Figure 1. Routed metal, one color a layer (run 1).
(4 px per micron) Two of the layers only.
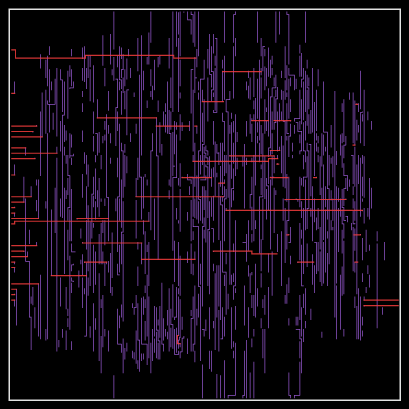
Figure 2. A small window of the routed layout (run 1).
Region (34, 34) to (64, 64) microns. Cells in gray, sequential cells in the stronger gray; small squares are vias.
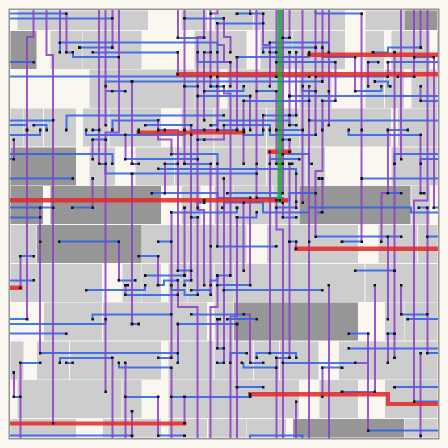
Figure 3. Wire density map (run 1).
(3 px per micron) The die is cut into 19 by 19 equal tiles; dark purple is low, yellow is high, scaled to the fullest tile. Values are wire area over tile area, all layers added.
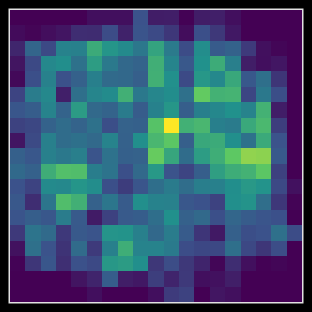
Figure 4. Placement view (run 1).
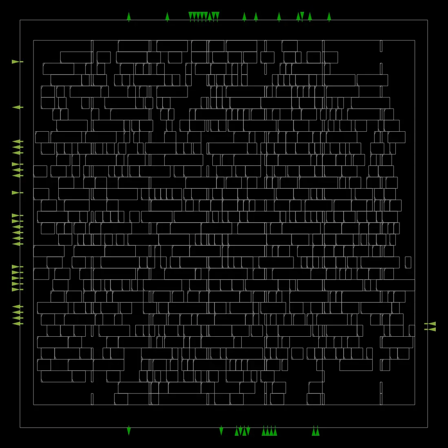
**src/rtl/div_pkg.sv**
```systemverilog
`default_nettype none
// ============================================================================
//  Module  : div_pkg
//  Purpose : Shared types and constants for the sequential restoring divider.
//  Contents: state_t  - divider control states
//            N_W      - default dividend/quotient width
//            D_W      - default divisor/remainder width
//            DIV0_QUOT- quotient reported for a zero divisor
//  Revision: 1.0  initial release
// ============================================================================
package div_pkg;

  typedef enum logic [1:0] {
    IDLE = 2'd0,
    CALC = 2'd1,
    DONE = 2'd2
  } state_t;

  localparam int N_W = 16;
  localparam int D_W = 8;

  localparam logic [15:0] DIV0_QUOT = 16'hFFFF;

endpackage
`default_nettype wire

```
**src/rtl/div_step.sv**
```systemverilog
`default_nettype none
// ============================================================================
//  Module  : div_step
//  Purpose : One combinational restoring-division step. Shifts the next
//            dividend bit into the partial remainder, compares against the
//            divisor and conditionally subtracts.
//  Ports   : r       in  D_W  current partial remainder (always < divisor)
//            q_in    in  1    next dividend bit (MSB of the Q shift register)
//            divisor in  D_W  nonzero divisor
//            r_next  out D_W  updated partial remainder
//            q_bit   out 1    quotient bit produced by this step
//  Revision: 1.0  initial release
// ============================================================================
module div_step #(
  parameter int D_W = 8
) (
  input  logic [D_W-1:0] r,
  input  logic           q_in,
  input  logic [D_W-1:0] divisor,
  output logic [D_W-1:0] r_next,
  output logic           q_bit
);

  // The trial value needs one extra bit; after the step the remainder is
  // always below the divisor, so it fits back into D_W bits.
  logic [D_W:0] trial;

  always_comb begin
    trial  = {r, q_in};
    q_bit  = (trial >= {1'b0, divisor});
    r_next = q_bit ? D_W'(trial - {1'b0, divisor}) : trial[D_W-1:0];
  end

endmodule
`default_nettype wire

```
**src/rtl/seq_div16_by8.sv**
```systemverilog
`default_nettype none
// ============================================================================
//  Module  : seq_div16_by8
//  Purpose : Iterative restoring divider, N_W-bit unsigned dividend by D_W-bit
//            unsigned divisor, one quotient bit per clock, valid/ready on both
//            sides.
//  Ports   : clk         in  1    system clock
//            rst         in  1    synchronous active-high reset
//            in_valid    in  1    operand pair present
//            in_ready    out 1    block can accept an operand pair (IDLE)
//            dividend    in  N_W  unsigned numerator
//            divisor     in  D_W  unsigned denominator
//            out_valid   out 1    result registers hold a valid result (DONE)
//            out_ready   in  1    consumer accepts the result
//            quotient    out N_W  floor(dividend/divisor), all ones on /0
//            remainder   out D_W  dividend mod divisor, dividend LSBs on /0
//            div_by_zero out 1    result came from a zero divisor
//  Revision: 1.0  initial release
// ============================================================================
module seq_div16_by8 #(
  parameter int N_W   = div_pkg::N_W,
  parameter int D_W   = div_pkg::D_W,
  parameter int CNT_W = 5
) (
  input  logic           clk,
  input  logic           rst,
  input  logic           in_valid,
  output logic           in_ready,
  input  logic [N_W-1:0] dividend,
  input  logic [D_W-1:0] divisor,
  output logic           out_valid,
  input  logic           out_ready,
  output logic [N_W-1:0] quotient,
  output logic [D_W-1:0] remainder,
  output logic           div_by_zero
);

  import div_pkg::*;

  if (D_W > N_W) begin : g_bad_widths
    $error("seq_div16_by8: D_W must not exceed N_W");
  end
  if ((2 ** CNT_W) <= N_W) begin : g_bad_counter
    $error("seq_div16_by8: CNT_W too narrow for N_W iterations");
  end

  state_t state, state_next;

  logic [N_W-1:0]   q_sh;     // dividend shifting out of MSB, quotient into LSB
  logic [D_W-1:0]   r_sh;     // partial remainder
  logic [D_W-1:0]   dvsr;
  logic [CNT_W-1:0] cnt;

  logic [D_W-1:0]   step_r;
  logic             step_q;
  logic [N_W-1:0]   q_shifted;

  logic             accept;
  logic             zero_div;
  logic             last_step;

  div_step #(.D_W(D_W)) u_step (
    .r       (r_sh),
    .q_in    (q_sh[N_W-1]),
    .divisor (dvsr),
    .r_next  (step_r),
    .q_bit   (step_q)
  );

  assign q_shifted = {q_sh[N_W-2:0], step_q};
  assign in_ready  = (state == IDLE);
  assign out_valid = (state == DONE);
  assign accept    = in_ready && in_valid;
  assign zero_div  = (divisor == '0);
  assign last_step = (cnt == '0);

  // ---------------------------------------------------------------- FSM
  always_ff @(posedge clk) begin
    if (rst) begin
      state <= IDLE;
    end else begin
      state <= state_next;
    end
  end

  always_comb begin
    state_next = state;
    unique case (state)
      IDLE: if (in_valid) state_next = zero_div ? DONE : CALC;
      CALC: if (last_step) state_next = DONE;
      DONE: if (out_ready) state_next = IDLE;
      default: state_next = IDLE;
    endcase
  end

  // ---------------------------------------------------------------- datapath
  always_ff @(posedge clk) begin
    if (rst) begin
      q_sh        <= '0;
      r_sh        <= '0;
      dvsr        <= '0;
      cnt         <= '0;
      quotient    <= '0;
      remainder   <= '0;
      div_by_zero <= 1'b0;
    end else begin
      if (accept) begin
        if (zero_div) begin
          // No iterations needed: the result is fixed by convention.
          quotient    <= {N_W{1'b1}};
          remainder   <= dividend[D_W-1:0];
          div_by_zero <= 1'b1;
        end else begin
          q_sh <= dividend;
          r_sh <= '0;
          dvsr <= divisor;
          cnt  <= CNT_W'(N_W - 1);
        end
      end else if (state == CALC) begin
        q_sh <= q_shifted;
        r_sh <= step_r;
        if (last_step) begin
          quotient    <= q_shifted;
          remainder   <= step_r;
          div_by_zero <= 1'b0;
        end else begin
          cnt <= cnt - 1'b1;
        end
      end
    end
  end

endmodule
`default_nettype wire

```
**config.mk**
```make
export PLATFORM = sky130hd
export DESIGN_NAME = seq_div16_by8
export DESIGN_NICKNAME = d
export VERILOG_FILES = /design/src/rtl/div_pkg.sv /design/src/rtl/div_step.sv /design/src/rtl/seq_div16_by8.sv
export SDC_FILE = /design/constraint.sdc
export NUM_CORES = 1
export LEC_CHECK = 0
export ABC_AREA = 1
export CORE_MARGIN = 3
export CORE_UTILIZATION = 39
export CTS_BUF_LIST = sky130_fd_sc_hd__clkbuf_16
export CTS_CLUSTER_SIZE = 24
export DETAILED_ROUTE_END_ITERATION = 10
export SYNTH_ARGS = -nofsm -noshare
export SYNTH_HDL_FRONTEND = slang
export SYNTH_SLANG_ARGS = --single-unit
```
**constraint.sdc**
```tcl
create_clock -name clk -period 1.5 [get_ports clk]
set_input_delay 0.3 -clock clk [delete_from_list [all_inputs] [get_ports clk]]
set_output_delay 0.3 -clock clk [all_outputs]
set_load 0.02 [all_outputs]
```
==> flow_summary.html, run 1 <==
<h3>Flow metrics</h3>
<table>
<tr><th>Metric</th><th>Value</th></tr>
<tr><th colspan="2">STA</th></tr>
<tr><td>Final hold vios</td><td>0</td></tr>
<tr><td>Final WS setup</td><td>-0.178 ns</td></tr>
<tr><td>Max_slew headroom</td><td>0.795</td></tr>
<tr><td>Portion of the clock cycle consumed by the worst path in the final layout</td><td>1.12</td></tr>
<tr><td>Measured slew at the worst slew-check pin</td><td>0.306 ns</td></tr>
<tr><td>Total Negative Setup Slacks</td><td>-2.87 ns</td></tr>
<tr><td>Final Setup Violations</td><td>18</td></tr>
<tr><td>Final clock skew</td><td>0.00743 ns</td></tr>
<tr><th colspan="2">Synth</th></tr>
<tr><td>Number of enable-type register cells in the synthesized netlist</td><td>0</td></tr>
<tr><td>Sequential-to-total area share from yosys stat</td><td>0.394</td></tr>
<tr><td>Synthesized instance count</td><td>470</td></tr>
<tr><td>Adder-Cell Fraction of Synth Area</td><td>0.0446</td></tr>
<tr><td>MUX share of area</td><td>0</td></tr>
<tr><td>Yosys stat area</td><td>3250 sq um</td></tr>
<tr><td>Post-synthesis net count</td><td>509</td></tr>
<tr><td>Commonest cells in the synthesized netlist</td><td>nand2_1 (75), inv_1 (72), dfxtp_1 (64)</td></tr>
<tr><td>Post-Synthesis Mean Instance Area</td><td>6.92 sq um</td></tr>
<tr><td>Netlist Area Pre-Place</td><td>3250 sq um</td></tr>
<tr><td>Dominant Register Cell</td><td>dfxtp_1</td></tr>
<tr><td>Ys async rst share</td><td>0</td></tr>
<tr><td>Cell with the most instances after synthesis</td><td>nand2_1</td></tr>
<tr><th colspan="2">Critical path</th></tr>
<tr><td>Largest fanout on the critical path</td><td>4</td></tr>
<tr><td>Critical path depth in cells</td><td>13</td></tr>
<tr><td>Timing startpoint of the critical path</td><td>dvsr[4]$_SDFFE_PP0P_</td></tr>
<tr><td>Worst setup path category</td><td>reg2reg</td></tr>
<tr><td>Register-to-register path setup slack</td><td>-0.18 ns</td></tr>
<tr><td>Setup crit end kind</td><td>flip-flop</td></tr>
<tr><td>Cell with the largest stage delay on the worst path</td><td>dfxtp_2</td></tr>
<tr><td>Most repeated library cell on the critical path</td><td>nand2_1</td></tr>
<tr><td>Depth of the worst register-to-register path</td><td>13</td></tr>
<tr><td>End point of the critical path</td><td>r_sh[2]$_SDFFE_PP0P_</td></tr>
<tr><td>Required time of the worst setup path</td><td>1.73 ns</td></tr>
<tr><td>Total buffers and inverters traversed by the critical path</td><td>4</td></tr>
<tr><td>Worst setup SP type</td><td>flip-flop</td></tr>
<tr><td>Highest cell delay on the worst timing path</td><td>0.32 ns</td></tr>
<tr><td>Worst endpoint data arrival time</td><td>1.91 ns</td></tr>
<tr><td>Top Family by Delay on Critical Path</td><td>simple AND/OR/NAND/NOR gates</td></tr>
<tr><th colspan="2">Drt</th></tr>
<tr><td>Post-route DRC violation count</td><td>0</td></tr>
<tr><td>Drt initial violations</td><td>170</td></tr>
<tr><td>TritonRoute pass-1 iters</td><td>4</td></tr>
<tr><td>Routed length on met2</td><td>5.20 mm</td></tr>
<tr><td>Count of antenna-violating nets left after detailed routing</td><td>0</td></tr>
<tr><td>Number of vias after detailed routing</td><td>3534</td></tr>
<tr><td>Metal-1 WL</td><td>4.39 mm</td></tr>
<tr><td>Met3 wire length</td><td>424 microns</td></tr>
<tr><th colspan="2">Place</th></tr>
<tr><td>Worst slack, placed</td><td>-0.479 ns</td></tr>
<tr><td>HPWL reported at the end of detailed placement</td><td>6.64 mm</td></tr>
<tr><td>Post-detailed-placement cell area</td><td>4440 sq um</td></tr>
<tr><td>Instance count after placement with tap cells included</td><td>668</td></tr>
<tr><td>Routability congestion estimate</td><td>0.858</td></tr>
<tr><th colspan="2">Final layout</th></tr>
<tr><td>Net count reported at finish</td><td>635</td></tr>
<tr><td>Layout overhead on the synthesized area</td><td>66.7%</td></tr>
<tr><td>Share of post-route cells with drive strength above 1</td><td>0.398</td></tr>
<tr><td>Post-route cell area</td><td>5430 sq um</td></tr>
<tr><td>Antenna diode count</td><td>0</td></tr>
<tr><td>Final Instance Count excl. Fillers</td><td>703</td></tr>
<tr><td>Highest-count cells in the layout ignoring fill and taps</td><td>buf_4 (63), inv_1 (50), dfxtp_1 (50)</td></tr>
<tr><td>Most common library cell in the layout ignoring fill and taps</td><td>buf_4</td></tr>
<tr><th colspan="2">Power</th></tr>
<tr><td>Power in the clock group</td><td>1.95 mW</td></tr>
<tr><td>Clock group share of total power</td><td>0.186</td></tr>
<tr><td>Net load switching power</td><td>4.42 mW</td></tr>
<tr><td>Post-layout power</td><td>10.5 mW</td></tr>
<tr><td>Internal power component</td><td>6.08 mW</td></tr>
<tr><td>Switching part of the total power</td><td>0.421</td></tr>
<tr><td>Leakage power summed over all cells</td><td>2.58 nW</td></tr>
<tr><td>Pwr dens</td><td>1930 nW/um^2</td></tr>
<tr><th colspan="2">Die</th></tr>
<tr><td>Area enclosed by the die boundary</td><td>9480 sq um</td></tr>
<tr><td>Core Area</td><td>7930 sq um</td></tr>
<tr><td>Boundary Pins</td><td>55</td></tr>
<tr><td>Fp_density</td><td>0.411</td></tr>
<tr><th colspan="2">Clock network</th></tr>
<tr><td>Clk pin slew, worst setup/hold paths</td><td>0.06 ns</td></tr>
<tr><td>Sink count of the clock tree</td><td>64</td></tr>
<tr><td>TritonCTS clock tree</td><td>yes</td></tr>
<tr><td>Clock H-tree levels</td><td>3</td></tr>
<tr><td>Clock Tree Root</td><td>clkbuf_16</td></tr>
<tr><td>Post_cts resized</td><td>75</td></tr>
<tr><td>Maximum clock path buffer count</td><td>2</td></tr>
<tr><td>Post-CTS setup buffers</td><td>9</td></tr>
<tr><td>Worst-skew pair later-pin latency</td><td>0.33 ns</td></tr>
<tr><th colspan="2">Worst hold path</th></tr>
<tr><td>Worst Hold Path Cells</td><td>3</td></tr>
<tr><td>Worst-case hold path end point</td><td>dvsr[5]$_SDFFE_PP0P_</td></tr>
<tr><td>Path class of the lowest-slack min-delay path</td><td>in2reg</td></tr>
<tr><td>Startpoint of the worst hold path</td><td>divisor[5]</td></tr>
<tr><th colspan="2">Run status</th></tr>
<tr><td>Result of the run</td><td>complete, but fails checks</td></tr>
<tr><td>Violated checks</td><td>setup timing</td></tr>
<tr><th colspan="2">Global route</th></tr>
<tr><td>Pin count of the biggest net entering global routing</td><td>33</td></tr>
<tr><td>Overflow left after global routing</td><td>0</td></tr>
<tr><td>Met2 global-route usage</td><td>0.362</td></tr>
<tr><td>Via count of the first global-routing pass</td><td>3396</td></tr>
<tr><td>Layer with the highest usage after global routing</td><td>met2</td></tr>
<tr><td>Fraction of met3 tracks used by global routing</td><td>0.0495</td></tr>
<tr><td>Global-route wire length before repair</td><td>15.9 mm</td></tr>
<tr><td>Number of antenna violations at the first check in global routing</td><td>0</td></tr>
<tr><th colspan="2">Flow run</th></tr>
<tr><td>Count of warning messages emitted by the tools</td><td>30</td></tr>
<tr><td>Max-cap violations</td><td>0</td></tr>
</table>
Back to the opening pictures, Figure 1:
color	layer	wire length
red	M3	425 microns
purple	M2	5200 microns
total global routing track utilization: 0.203
Total Wirelength: 10.2 mm

Back to the opening pictures, Figure 2:
color	layer
red	M3
blue	M1
green	M4
purple	M2
netlist names of flops here include	r_sh (2), remainder (2)
most frequent	buf_4 (14), inv_1 (9), nand3_2 (7)
sequential cells in the window	6
cells with their middle in the window	83

Back to the opening pictures, Figure 3:
fullest tile	0.58
mean over tiles	0.17
tiles over half the peak	15%
nearly empty tiles	15%

Back to the opening pictures, Figure 4:
registers: 64
Tap Count: 102
register share of the cell area: 0.240
Post-Route Utilization: 0.685
number of standard-cell rows in the floorplan: 32

==> run 1: layout make-up <==
class	instances	area, sq um
Fill cell	653	2500
Multi-Input combinational cell	310	2140
Sequential cell	64	1300
Timing Repair Buffer	136	1280
Inverter	75	294
Clock buffer	9	225
Tap cell	102	128
Clock inverter	7	56.3
==> run 1: worst min-delay path, stage by stage <==
cell and delay (ns):
dlygate4sd2_1 0.21, o21ai_0 0.08, a21oi_1 0.10
==> run 1: flip-flops by register name, summed over array words and instances, names as in the netlist <==
name	flops
state	2
div_by_zero	1
r_sh	8
quotient	16
dvsr	8
remainder	8
cnt	5
q_sh	16
==> run 1 -> run 2 <==
Settings changed: GPL_ROUTABILITY_DRIVEN set to 0, GPL_TIMING_DRIVEN set to 0.
==> run 2 against run 1 <==
  * The run still ends with setup timing left
  * Power grew 1.9%
  * Cell area shrank 2.8%
  * Worst setup slack lost 0.041 ns
  * Critical path depth shrank 1
  * Highest routed layer unchanged
==> flow_summary.html, run 2 <==
<h3>Flow metrics</h3>
<table>
<tr><th>Metric</th><th>Value</th></tr>
<tr><th colspan="2">STA</th></tr>
<tr><td>Max_slew headroom</td><td>0.631 (-0.164)</td></tr>
<tr><td>Measured slew at the worst slew-check pin</td><td>0.554 ns (+0.248 ns)</td></tr>
<tr><td>Final Setup Violations</td><td>23 (+5)</td></tr>
<tr><td>Final hold vios</td><td>0 (unchanged)</td></tr>
<tr><td>Final WS setup</td><td>-0.219 ns (-0.0405 ns)</td></tr>
<tr><td>Portion of the clock cycle consumed by the worst path in the final layout</td><td>1.15 (+0.0270)</td></tr>
<tr><td>Final clock skew</td><td>0.00587 ns (-0.00156 ns)</td></tr>
<tr><th colspan="2">Die</th></tr>
<tr><td>Fp_density</td><td>0.411 (unchanged)</td></tr>
<tr><td>Area enclosed by the die boundary</td><td>9480 sq um (unchanged)</td></tr>
<tr><td>Number of standard-cell rows in the floorplan</td><td>32 (unchanged)</td></tr>
<tr><th colspan="2">Worst hold path</th></tr>
<tr><td>Worst Hold Path Cells</td><td>3 (unchanged)</td></tr>
<tr><td>Path class of the lowest-slack min-delay path</td><td>in2reg</td></tr>
<tr><td>Worst-case hold path end point</td><td>dvsr[6]$_SDFFE_PP0P_</td></tr>
<tr><td>Startpoint of the worst hold path</td><td>divisor[6]</td></tr>
<tr><th colspan="2">Global route</th></tr>
<tr><td>Number of antenna violations at the first check in global routing</td><td>0 (unchanged)</td></tr>
<tr><td>Global-route wire length before repair</td><td>17.6 mm (+11%)</td></tr>
<tr><td>Pin count of the biggest net entering global routing</td><td>13 (-61%)</td></tr>
<tr><td>Total global routing track utilization</td><td>0.226 (+0.0238)</td></tr>
<tr><th colspan="2">Critical path</th></tr>
<tr><td>End point of the critical path</td><td>remainder[4]$_SDFFE_PP0P_</td></tr>
<tr><td>Worst endpoint data arrival time</td><td>1.95 ns (+0.04 ns)</td></tr>
<tr><td>Depth of the worst register-to-register path</td><td>12 (-1)</td></tr>
<tr><td>Worst setup path category</td><td>reg2reg</td></tr>
<tr><td>Timing startpoint of the critical path</td><td>r_sh[3]$_SDFFE_PP0P_</td></tr>
<tr><td>Setup crit end kind</td><td>flip-flop</td></tr>
<tr><th colspan="2">Final layout</th></tr>
<tr><td>Post-Route Utilization</td><td>0.666 (-0.0189)</td></tr>
<tr><td>Storage element area</td><td>1310 sq um (+0.67%)</td></tr>
<tr><td>Registers</td><td>64 (unchanged)</td></tr>
<tr><td>Final Instance Count excl. Fillers</td><td>677 (-3.7%)</td></tr>
<tr><td>Share of final layout cell area taken by non-clock buffers</td><td>0.195 (-0.0412)</td></tr>
<tr><td>Number of filler instances in the final layout</td><td>651 (-0.31%)</td></tr>
<tr><td>Most common library cell in the layout ignoring fill and taps</td><td>inv_1</td></tr>
<tr><td>Combinational share of cell area</td><td>0.413 (+0.0190)</td></tr>
<tr><td>Antenna diode count</td><td>0 (unchanged)</td></tr>
<tr><td>Non-clock buffer count</td><td>110 (-19%)</td></tr>
<tr><td>Biggest cell category by area in the final layout</td><td>combinational gates</td></tr>
<tr><td>Clk_buf instances</td><td>9 (unchanged)</td></tr>
<tr><th colspan="2">Clock network</th></tr>
<tr><td>Worst-skew pair later-pin latency</td><td>0.33 ns (about the same)</td></tr>
<tr><td>TritonCTS clock tree</td><td>yes</td></tr>
<tr><td>Post-CTS setup buffers</td><td>23 (+14)</td></tr>
<tr><td>Clock Tree Root</td><td>clkbuf_16</td></tr>
<tr><td>Sink count of the clock tree</td><td>64 (unchanged)</td></tr>
<tr><th colspan="2">Synth</th></tr>
<tr><td>Ys async rst share</td><td>0 (unchanged)</td></tr>
<tr><td>Number of enable-type register cells in the synthesized netlist</td><td>0 (unchanged)</td></tr>
<tr><td>Netlist Area Pre-Place</td><td>3250 sq um (unchanged)</td></tr>
<tr><td>Yosys stat area</td><td>3250 sq um (unchanged)</td></tr>
<tr><td>Commonest cells in the synthesized netlist</td><td>nand2_1 (75), inv_1 (72), dfxtp_1 (64)</td></tr>
<tr><td>Sequential-to-total area share from yosys stat</td><td>0.394 (unchanged)</td></tr>
<tr><td>Adder-Cell Fraction of Synth Area</td><td>0.0446 (unchanged)</td></tr>
<tr><th colspan="2">Run status</th></tr>
<tr><td>Violated checks</td><td>setup timing</td></tr>
<tr><td>Result of the run</td><td>complete, but fails checks</td></tr>
<tr><th colspan="2">Place</th></tr>
<tr><td>Post-detailed-placement cell area</td><td>3980 sq um (-10%)</td></tr>
<tr><td>Worst slack, placed</td><td>-0.589 ns (-0.110 ns)</td></tr>
<tr><td>HPWL reported at the end of detailed placement</td><td>6.82 mm (+2.7%)</td></tr>
<tr><th colspan="2">Drt</th></tr>
<tr><td>TritonRoute pass-1 iters</td><td>5 (+1)</td></tr>
<tr><td>Drt initial violations</td><td>182 (+7.1%)</td></tr>
<tr><td>Count of antenna-violating nets left after detailed routing</td><td>0 (unchanged)</td></tr>
<tr><th colspan="2">Power</th></tr>
<tr><td>Internal power component</td><td>6.13 mW (+0.90%)</td></tr>
<tr><td>Clock group share of total power</td><td>0.213 (+0.027)</td></tr>
<tr><td>Power in the clock group</td><td>2.28 mW (+17%)</td></tr>
<tr><td>Switching part of the total power</td><td>0.427 (+0.00561)</td></tr>
<tr><td>Post-layout power</td><td>10.7 mW (+1.9%)</td></tr>
</table>
## run 2: cell types whose count changed in the layout (fill, tap and decap cells not counted), moves of 6 or more
cell      before  now
buf_4         63   21
clkbuf_2       0    7
a21oi_1       47   41
buf_6          8   14
inv_1         50   56
o21ai_0       38   32
## run 2: worst max-delay path, cell delays in order, from the launching register on
cell and delay (ns):
dfxtp_4 0.36, ha_4 0.27, nand2_4 0.09, inv_2 0.04, nand2_2 0.08, nand2_2 0.06, nand2_1 0.06, nand4_1 0.18
buf_6 0.22, nand3_4 0.07, nand3_2 0.08, nand2_1 0.08, inv_1 0.03
## run 2: metal layers
metal	track usage	routed length, microns	up-vias
li1	-	-	1733
met1	0.274	4750	1720
met2	0.396	5490	125
met3	0.0560	546	34
met4	0.0671	301	0
met5	0	0	-
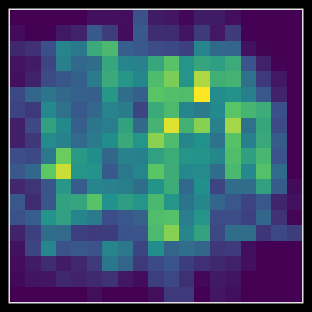
Figure 5: run 2, wire density map.
(3 px per micron) The die is cut into 19 by 19 equal tiles; dark purple is low, yellow is high, scaled to the fullest tile. Values are wire area over tile area, all layers added.
densest ninth of the die	center
nearly empty tiles	14%
emptiest ninth of the die	lower right
fullest tile	0.62

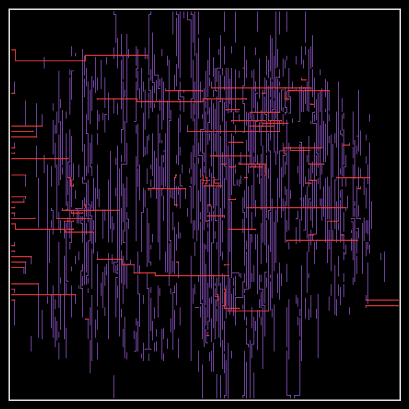
Figure 6: run 2, routed metal, one color a layer.
(4 px per micron) Two of the layers only.
color	layer	wire length
purple	M2	5490 microns
red	M3	546 microns

==> run 2 -> run 3 <==
Settings changed: ABC_CLOCK_PERIOD_IN_PS set to 1500, CORE_UTILIZATION 39 to 48, PLACE_DENSITY set to 0.76.
==> run 3 against run 2 <==
  * The flow still finishes with violations (setup timing)
  * Clock power fell by 3%
  * Global-route usage increased by 5.2 points
  * Critical path depth decreased by 4
  * Flip-flop count is the same
  * Wire length grew 18%
  * Combinational power hardly changed
==> flow_summary.html, run 3 <==
<h3>Flow metrics</h3>
<table>
<tr><th>Metric</th><th>Value</th></tr>
<tr><th colspan="2">Clock network</th></tr>
<tr><td>Worst-skew pair later-pin latency</td><td>0.33 ns (about the same)</td></tr>
<tr><td>Sink count of the clock tree</td><td>64 (unchanged)</td></tr>
<tr><td>TritonCTS clock tree</td><td>yes</td></tr>
<tr><td>Clock Tree Root</td><td>clkbuf_16</td></tr>
<tr><td>Post-CTS setup buffers</td><td>20 (-13%)</td></tr>
<tr><td>Number of buffers created by CTS</td><td>9</td></tr>
<tr><th colspan="2">Final layout</th></tr>
<tr><td>Clk_buf instances</td><td>9 (unchanged)</td></tr>
<tr><td>Highest-count cells in the layout ignoring fill and taps</td><td>nand2_1 (60), inv_1 (55), dfxtp_1 (47)</td></tr>
<tr><td>Most common library cell in the layout ignoring fill and taps</td><td>nand2_1</td></tr>
<tr><td>Share of post-route cells with drive strength above 1</td><td>0.352</td></tr>
<tr><td>Share of final layout cell area taken by non-clock buffers</td><td>0.204 (+0.00910)</td></tr>
<tr><td>Storage element area</td><td>1310 sq um (-0.38%)</td></tr>
<tr><td>Registers</td><td>64 (unchanged)</td></tr>
<tr><td>Final Instance Count excl. Fillers</td><td>654 (-3.4%)</td></tr>
<tr><td>Biggest cell category by area in the final layout</td><td>combinational gates</td></tr>
<tr><td>Post-Route Utilization</td><td>0.799 (+0.133)</td></tr>
<tr><td>Non-clock buffer count</td><td>113 (+2.7%)</td></tr>
<tr><td>Antenna diode count</td><td>0 (unchanged)</td></tr>
<tr><td>Combinational share of cell area</td><td>0.406 (-0.00697)</td></tr>
<tr><td>Post-route cell area</td><td>5160 sq um</td></tr>
<tr><td>Number of filler instances in the final layout</td><td>391 (-40%)</td></tr>
<tr><td>Proportion of cell area spent on the clock network</td><td>0.0602</td></tr>
<tr><th colspan="2">Drt</th></tr>
<tr><td>Count of antenna-violating nets left after detailed routing</td><td>0 (unchanged)</td></tr>
<tr><td>Met3 wire length</td><td>1.01 mm (+84%)</td></tr>
<tr><td>Metal-1 WL</td><td>4.80 mm (+1.0%)</td></tr>
<tr><td>Routed length on met2</td><td>6.50 mm (+18%)</td></tr>
<tr><td>TritonRoute pass-1 iters</td><td>6 (+1)</td></tr>
<tr><td>Drt initial violations</td><td>386 (+110%)</td></tr>
<tr><td>Vias per cell</td><td>6.05</td></tr>
<tr><td>Top routing layer used</td><td>met4</td></tr>
<tr><td>Total Wirelength</td><td>13.1 mm</td></tr>
<tr><td>Number of vias after detailed routing</td><td>3956</td></tr>
<tr><th colspan="2">Power</th></tr>
<tr><td>Switching part of the total power</td><td>0.436 (+0.00911)</td></tr>
<tr><td>Sequential share of power</td><td>0.236</td></tr>
<tr><td>P_comb</td><td>5.94 mW</td></tr>
<tr><td>Clock group share of total power</td><td>0.207 (-0.006)</td></tr>
<tr><td>Post-layout power</td><td>10.7 mW (about the same)</td></tr>
<tr><td>Max rail drop VDD</td><td>1.22 mV</td></tr>
<tr><td>Power in the clock group</td><td>2.22 mW (-3%)</td></tr>
<tr><td>Internal power component</td><td>6.03 mW (-1.7%)</td></tr>
<tr><th colspan="2">Run status</th></tr>
<tr><td>Result of the run</td><td>complete, but fails checks</td></tr>
<tr><td>Violated checks</td><td>setup timing</td></tr>
<tr><th colspan="2">Global route</th></tr>
<tr><td>Layer with the highest usage after global routing</td><td>met2</td></tr>
<tr><td>Fraction of met3 tracks used by global routing</td><td>0.0698 (+0.0138)</td></tr>
<tr><td>M1 GR Usage</td><td>0.320 (+0.0459)</td></tr>
<tr><td>Met2 global-route usage</td><td>0.472 (+0.0758)</td></tr>
<tr><td>Overflow left after global routing</td><td>0</td></tr>
<tr><td>Global-route wire length before repair</td><td>16.9 mm (-4.1%)</td></tr>
<tr><td>Pin count of the biggest net entering global routing</td><td>16 (+3)</td></tr>
<tr><td>Number of antenna violations at the first check in global routing</td><td>0 (unchanged)</td></tr>
<tr><td>Total global routing track utilization</td><td>0.278 (+0.0516)</td></tr>
<tr><td>Via count of the first global-routing pass</td><td>3623</td></tr>
<tr><th colspan="2">Synth</th></tr>
<tr><td>Post-synthesis net count</td><td>509</td></tr>
<tr><td>Sequential-to-total area share from yosys stat</td><td>0.394 (unchanged)</td></tr>
<tr><td>Ys async rst share</td><td>0 (unchanged)</td></tr>
<tr><td>Cell with the most instances after synthesis</td><td>nand2_1</td></tr>
<tr><td>Yosys stat area</td><td>3250 sq um (unchanged)</td></tr>
<tr><td>Synthesized instance count</td><td>470</td></tr>
<tr><td>Commonest cells in the synthesized netlist</td><td>nand2_1 (75), inv_1 (72), dfxtp_1 (64)</td></tr>
<tr><td>Netlist Area Pre-Place</td><td>3250 sq um (unchanged)</td></tr>
<tr><td>Number of enable-type register cells in the synthesized netlist</td><td>0 (unchanged)</td></tr>
<tr><th colspan="2">Critical path</th></tr>
<tr><td>Worst flop-to-flop path endpoint</td><td>r_sh[2]$_SDFFE_PP0P_</td></tr>
<tr><td>End point of the critical path</td><td>r_sh[2]$_SDFFE_PP0P_</td></tr>
<tr><td>Total buffers and inverters traversed by the critical path</td><td>3 (unchanged)</td></tr>
<tr><td>Register-to-register path setup slack</td><td>-0.32 ns</td></tr>
<tr><td>Depth of the worst register-to-register path</td><td>8 (-4)</td></tr>
<tr><td>Setup crit end kind</td><td>flip-flop</td></tr>
<tr><td>Top Family by Delay on Critical Path</td><td>flip-flops</td></tr>
<tr><td>Most repeated library cell on the critical path</td><td>inv_1</td></tr>
<tr><td>Worst endpoint data arrival time</td><td>2.09 ns (+0.14 ns)</td></tr>
<tr><td>Worst setup path category</td><td>reg2reg</td></tr>
<tr><td>Highest cell delay on the worst timing path</td><td>0.45 ns (+0.09 ns)</td></tr>
<tr><td>Critical-path cell list</td><td>inv_1 &gt; fa_2 &gt; buf_4 &gt; xnor2_1 &gt; nand3_2 &gt; nand3_1 &gt; nand2_1 &gt; inv_1</td></tr>
<tr><td>Timing startpoint of the critical path</td><td>r_sh[0]$_SDFFE_PP0P_</td></tr>
<tr><td>Critical path depth in cells</td><td>8 (-4)</td></tr>
<tr><td>Largest fanout on the critical path</td><td>4</td></tr>
<tr><td>Cell with the largest stage delay on the worst path</td><td>dfxtp_1</td></tr>
<tr><th colspan="2">Place</th></tr>
<tr><td>Worst slack, placed</td><td>-0.564 ns (+0.0253 ns)</td></tr>
<tr><td>Number of input and output port buffers inserted</td><td>53</td></tr>
<tr><td>HPWL reported at the end of detailed placement</td><td>6.46 mm (-5.2%)</td></tr>
<tr><td>Post-detailed-placement cell area</td><td>3950 sq um (-0.79%)</td></tr>
<tr><th colspan="2">Die</th></tr>
<tr><td>Tap Count</td><td>77</td></tr>
<tr><td>Area enclosed by the die boundary</td><td>7800 sq um (-18%)</td></tr>
<tr><td>Vertical die size</td><td>88.3 microns</td></tr>
<tr><td>Horizontal die dimension</td><td>88.3 microns</td></tr>
<tr><td>Fp_density</td><td>0.504 (+0.0934)</td></tr>
<tr><td>Core Area</td><td>6460 sq um</td></tr>
<tr><td>Number of standard-cell rows in the floorplan</td><td>29 (-9.4%)</td></tr>
<tr><th colspan="2">STA</th></tr>
<tr><td>Portion of the clock cycle consumed by the worst path in the final layout</td><td>1.21 (+0.0659)</td></tr>
<tr><td>Final hold vios</td><td>0 (unchanged)</td></tr>
<tr><td>Final Setup Violations</td><td>36 (+57%)</td></tr>
<tr><td>Slew Limit Fails</td><td>0</td></tr>
<tr><td>Max_slew headroom</td><td>0.554 (-0.0767)</td></tr>
<tr><td>Total Negative Setup Slacks</td><td>-5.27 ns</td></tr>
<tr><td>Final WS setup</td><td>-0.318 ns (-0.0989 ns)</td></tr>
<tr><td>Final clock skew</td><td>0.00695 ns (+0.00109 ns)</td></tr>
<tr><td>Measured slew at the worst slew-check pin</td><td>0.669 ns (+0.115 ns)</td></tr>
<tr><th colspan="2">Worst hold path</th></tr>
<tr><td>Startpoint of the worst hold path</td><td>divisor[1]</td></tr>
<tr><td>Worst Hold Path Cells</td><td>3 (unchanged)</td></tr>
<tr><td>Worst-case hold path end point</td><td>dvsr[1]$_SDFFE_PP0P_</td></tr>
<tr><td>Path class of the lowest-slack min-delay path</td><td>in2reg</td></tr>
<tr><th colspan="2">Flow run</th></tr>
<tr><td>Max-cap violations</td><td>0</td></tr>
</table>
==> run 3: netlist changes by cell type in the layout (fill, tap and decap cells not counted), moves of 4 or more <==
cell / change
nand3_1: +5
buf_4: +10
o21ai_2: +4
nor2_2: +4
nand2_1: +9
buf_6: -5
clkbuf_4: -4
a21oi_1: +4
dfxtp_2: +5
nand2_2: -10
o21ai_0: -5
nand3_4: -5
==> run 3: logic make-up (layout without fill, tap and decap cells) <==
family                   after synthesis  count (layout)  synth area share
XOR/XNOR                               6               6            0.0161
AND/OR/NAND/NOR                      172             172             0.229
buffers and inverters                 96             203             0.119
AND-OR/OR-AND                        121             121             0.197
flip-flops                            64              64             0.394
adder cells (fa/ha/maj)               11              11            0.0446
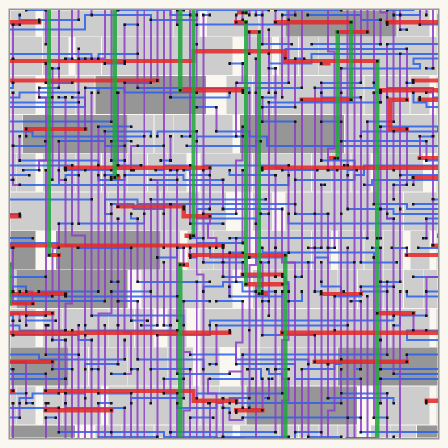
Figure 7: run 3, a small window of the routed layout.
Region (29, 29) to (59, 59) microns. Cells in gray, sequential cells in the stronger gray; small squares are vias.
color	layer
purple	M2
green	M4
blue	M1
red	M3
netlist names of flops here include	r_sh (5), q_sh (3)
cells with their middle in the window	96
most frequent	inv_1 (20), o21ai_0 (7)
sequential cells in the window	9

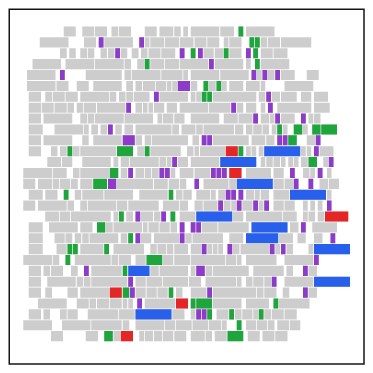
Figure 8: run 3, gate families picked out.
(4 px per micron)
color	family	cells	most used
blue	fa/ha/maj cells	11	ha_4
purple	inv cells	75	inv_1
green	nor cells	47	nor2_1
red	xor and xnor cells	6	xor2_1

Power and IR drop assume default switching activity.
